==> config.mk <==
export PLATFORM = sky130hd
export DESIGN_NAME = lcd_controller
export DESIGN_NICKNAME = d
export VERILOG_FILES = /design/src/rtl/lcd_pkg.sv /design/src/rtl/lcd_nibble_writer.sv /design/src/rtl/lcd_controller.sv
export SDC_FILE = /design/constraint.sdc
export NUM_CORES = 1
export LEC_CHECK = 0
export CAP_MARGIN = 40
export CORE_MARGIN = 1
export CORE_UTILIZATION = 50
export CTS_CLUSTER_SIZE = 20
export DETAILED_ROUTE_END_ITERATION = 10
export PLACE_DENSITY = 0.69
export SYNTH_ARGS = -nofsm -noshare
export SYNTH_HDL_FRONTEND = slang
export SYNTH_HIERARCHICAL = 1
export SYNTH_SLANG_ARGS = --single-unit
==> constraint.sdc <==
create_clock -name clk -period 4.2 [get_ports clk]
set_clock_uncertainty 0.15 [all_clocks]
set_input_delay 1.05 -clock clk [delete_from_list [all_inputs] [get_ports clk]]
set_output_delay 1.05 -clock clk [all_outputs]
set_load 0.01 [all_outputs]
Figure 1. Metal 1 (run 1).
The bar under the picture is 50 µm long. Supply wires on this layer in grey.
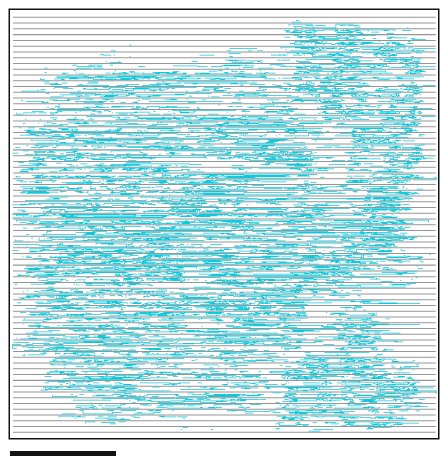
longest straight run: 54.3 µm
share of all routed wire: 41%
nets with wire on the layer: 1730
main direction: horizontal
wire length on this layer: 24.4 mm
DR vias: 15562
met1 global-route usage: 39.5%
Routed WL: 60.1 mm

Figure 2. M2 wires (run 1).
Cells faint in the background.
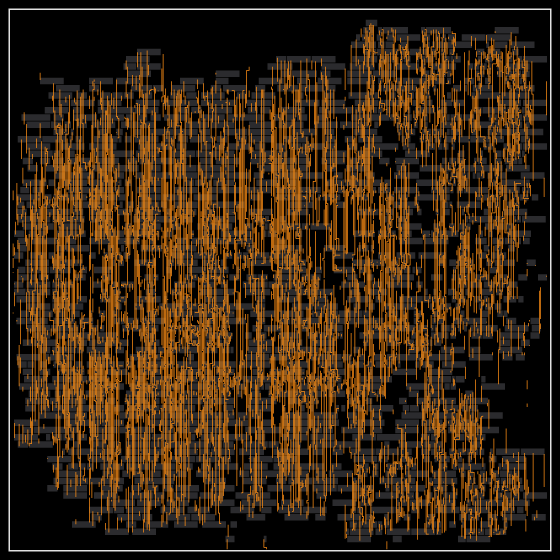
share of all routed wire: 48%
main direction: vertical
nets with wire on the layer: 1615
met2 usage: 48.0%

Figure 3. Met3 routing (run 1).
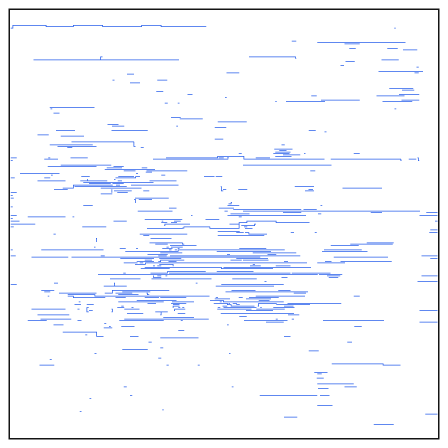
main direction: horizontal
wire length on this layer: 4220 µm
met3 Usage GRT: 5.16%

Figure 4. Met4 routing (run 1).
Supply wires on this layer in grey.
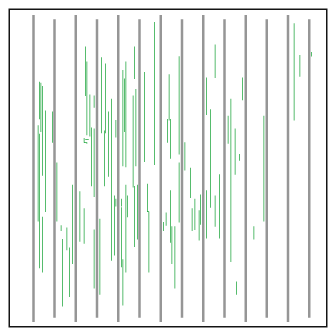
wire length on this layer: 2850 µm
main direction: vertical

==> impl_metrics.tcl, run 1 <==
# yosys + openroad results
set metrics [dict create \
    top_power_group "registers" \
    vias_per_cell 6.56 \
    clock_power_share_pct 39.3 \
    p_int_uw 7050 \
    synth_seq_share_pct 44.2 \
    yosys_warnings 6 \
    p_leak_uw 0.00988 \
    cts_max_level 2 \
    outcome "complete, no violations" \
    netlist_logic_family_top "multiplexers" \
    finalSetupViolations 0 \
    die_y_um 202 \
    tns_ns 0 \
    ys_area_um2 20000 \
    lay_top_count "dfrtp_1" \
    yosys.cell_types.count 82 \
    hold_viol 0 \
    post_drt_wl_per_cell_um 25.3 \
    power.share.combinational_pct 14.1 \
    synthSimpleGateAreaFrac_pct 12.3 \
    drc 0 \
    grt_pass1_wl_mm 93.5 \
    yosys_cells 1751 \
    cts_root_buf "clkbuf_16" \
    flop_cell "dfrtp_1" \
    tool_warnings 44 \
    fill_cells 3249 \
    grt_overflow_total 0 \
    top_area_share_pct 38.3 \
    vdd_drop_max_mv 0.346 \
    postCtsHoldBufs 0 \
    avgSynthCellArea_um2 11.4 \
    synth_area_leader_cell "dfrtp_1" \
    cts_tree "done" \
    antenna_cells 0 \
    drv_slew 0 \
    finalCriticalPeriod_ns 4.16 \
    final_cell_mix "dfrtp_1, mux2_2, nand2_1" \
    clockBufferDepth 3 \
    fp-utilization_pct 51.2 \
    arrival_ns 2.96 \
    drtAntennaViolNets 0 \
    seqPwrFrac_pct 46.6 \
    ys_sh_mux_pct 27.9 \
    fin_crit_sh_pct 99.1 \
    dieArea_um2 40800 \
    syn_to_final_growth_pct 14.7 \
    largest_reg_flops 256 \
    min_path_type "in2async" \
    dp_hpwl_mm 43.3 \
    place_ws_ns -0.156 \
    layout-drive-gt1-share_pct 34.0 \
    grt_setup_unrepaired "false" \
    maxCapViolations 0 \
    p_total_uw 9580 \
    seqCellArea_um2 8840 \
    enable_flop_cells 0 \
    synth_flops 351 \
    numCtsBuffers 39 \
    start_kind "input port" \
    core_area_um2 39100 \
    grt_max_degree 86 \
    powerDensity_nw_per_um2 418 \
    clk_pin_slew_ns 0.06 \
    syn_nets 1792 \
    required_ns 3.00 \
    antenna_found_initial 1 \
    ioPinCount 31 \
    syn_area_um2 20000 \
    drt_iter0_drc 1489 \
    pg_seq_uw 4470 \
]
-- run 1: what timing repair did --
action,CTS,global route
endpoints found under the setup margin,8,5
resized,11,7
buffers inserted,0,0
pin swaps,3,3
-- run 1: layer usage --
metal	global-route usage, %	routed length (µm)
met5	0	0
met4	14.4	2850
met3	5.16	4220
met2	48.0	28700
met1	39.5	24400
-- run 1: worst max-delay path, cell delays in order --
cell and delay (ns):
clkdlybuf4s50_1 0.46, buf_4 0.17, and3b_2 0.31, a22oi_1 0.31, nand4_1 0.28, dlygate4sd2_1 0.37
-- run 1: metrics by stage --
stage | area, µm² | std cells | hold WS [ns]
after detailed placement | 21500 | 2300 | 0.315
after CTS | 22900 | 2372 | 0.259
after global placement | 21500 | 2298 | 0.306
final | 22900 | 2372 | 0.252
after floorplan | 20000 | 1751 | 0.285
after global routing | 22900 | 2372 | 0.279
-- run 1: synthesized netlist by cell type (9+ instances only) --
cell type    n
nor3_1      33
buf_1       11
o41ai_1     11
o21ai_0     70
a311oi_1     9
a31oi_1     13
nand2_1    161
mux2i_1     59
a21oi_1     71
nand3_1     34
and3_1      10
nor2b_1     12
buf_2       22
dfrtp_1    306
mux2_2     266
or3_1       26
o21ai_1     11
a22o_1      11
nand4_1     25
or4_1       17
o31ai_1     15
a22oi_1     36
nor2_1      97
ha_1        25
clkbuf_1    79
inv_1       23
mux4_2      88
dfstp_2     45
nand2b_1    12
o22ai_1      9
-- run 1: cell type report --
type | count | share of cell area [%]
clock buffers | 52 | 4.90
clock inverters | 20 | 1.28
inverters | 23 | 0.376
multi-input cells | 1258 | 46.2
flip-flops and latches | 351 | 38.5
well taps | 518 | 2.83
repair buffers | 150 | 5.86
==> run 2: changes to the inputs <==
--- a/config.mk
+++ b/config.mk
@@ -10,7 +10,7 @@
 export CORE_UTILIZATION = 50
 export CTS_CLUSTER_SIZE = 20
 export DETAILED_ROUTE_END_ITERATION = 10
-export PLACE_DENSITY = 0.69
+export PLACE_DENSITY = 0.8
 export SYNTH_ARGS = -nofsm -noshare
 export SYNTH_HDL_FRONTEND = slang
 export SYNTH_HIERARCHICAL = 1
Figure 5. Met3 routing (run 2).
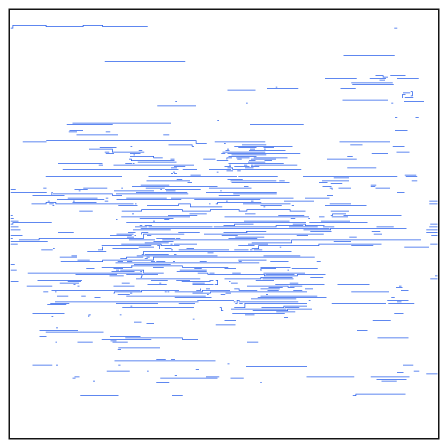
longest straight run: 88.8 µm
share of all routed wire: 11%
wire length on this layer: 6120 µm
Routed WL: 58.2 mm
met3 Usage GRT: 7.53%

==> impl_metrics.tcl, run 2 <==
# yosys + openroad results
set metrics [dict create \
    outcome "complete, no violations" \
    critical-path-max-stage-delay_ns 0.47 \
    vdd_drop_max_mv 0.363 \
    design_area_um2 22900 \
    p_leak_uw 0.00981 \
    required_ns 3.00 \
    largest_reg_flops 256 \
    clk_pin_slew_ns 0.06 \
    syn_to_final_growth_pct 14.2 \
    grt_max_degree 94 \
    vias_per_cell 6.64 \
    start_kind "input port" \
    antenna_found_initial 2 \
    clockBufferDepth 3 \
    lay_top_count "dfrtp_1" \
    layout-drive-gt1-share_pct 33.9 \
    synth_flops 351 \
    tool_warnings 45 \
    place_ws_ns -0.234 \
    powerDensity_nw_per_um2 404 \
    drc 0 \
    postCtsHoldBufs 0 \
    ioPinCount 31 \
    top_area_share_pct 38.3 \
    fin_crit_sh_pct 98.0 \
    grt_overflow_total 0 \
    fill_cells 3153 \
    fp-utilization_pct 51.2 \
    grt_pass1_wl_mm 92.2 \
    yosys.cell_types.count 82 \
    path_common_cell "buf_4" \
    avgSynthCellArea_um2 11.4 \
    drtAntennaViolNets 0 \
    arrival_ns 2.91 \
    core_area_um2 39100 \
    cts_root_buf "clkbuf_16" \
    maxCapViolations 0 \
    final_cell_mix "dfrtp_1, mux2_2, nand2_1" \
    placed_area_um2 21500 \
    vias 15678 \
    grt_setup_unrepaired "false" \
]
-- run 2: what timing repair did --
action | 4_1_cts | 5_1_grt
buffers inserted | 2 | 0
endpoints found under the setup margin | 8 | 7
pin swaps | 5 | 4
hold endpoints to repair | 0 | 0
resized | 15 | 15
-- run 2: critical path, delay by kind of cell --
family,cells,cell delay [ns]
AOI/OAI and AO/OA,1,0.20
buffers and inverters,5,1.29
and+or+nand+nor,2,0.37
-- run 2: area by class of cell --
type                            instances  area [µm²]  area share (%)
Inverter                               23        86.3           0.378
Multi-Input combinational cell       1258       10600            46.6
Sequential cell                       351        8840            38.7
Timing Repair Buffer                  142        1360            5.94
Antenna cell                            1        2.50          0.0110
Clock buffer                           54        1120            4.91
Clock inverter                         15         159           0.695
Tap cell                              518         648            2.84
-- run 2: layer usage --
layer  track usage (%)  wire length, µm
met1              37.1            21900
met2              46.8            27500
met5                 0               11
met3              7.53             6120
met4              11.9             2600
-- run 2: cells by family after synthesis --
| kind of cell | Yosys count | synth area share, % |
|---|---|---|
| xor+xnor | 8 | 0.350 |
| compound gates | 325 | 10.7 |
| other cells | 1 | 0.0187 |
| mux | 414 | 27.9 |
| buf+inv | 142 | 2.99 |
| simple gates | 485 | 12.3 |
| fa+ha+maj | 25 | 1.56 |
| flops | 351 | 44.2 |
-- run 2: power breakdown --
| group | switching (µW) | internal [µW] | total [µW] |
|---|---|---|---|
| Clock | 1390 | 2050 | 3430 |
| Sequential | 526 | 3910 | 4440 |
| Combinational | 550 | 819 | 1370 |
| Total | 2460 | 6780 | 9240 |
-- run 2: per-stage QoR --
step	power, µW	instances
finish	9240	2362
global route	9570	2361
CTS	9270	2360
detailed placement	5830	2289
global placement	5750	2281
floorplan	5180	1751
Power figures rest on the tool's default switching activity, not on a simulated workload.
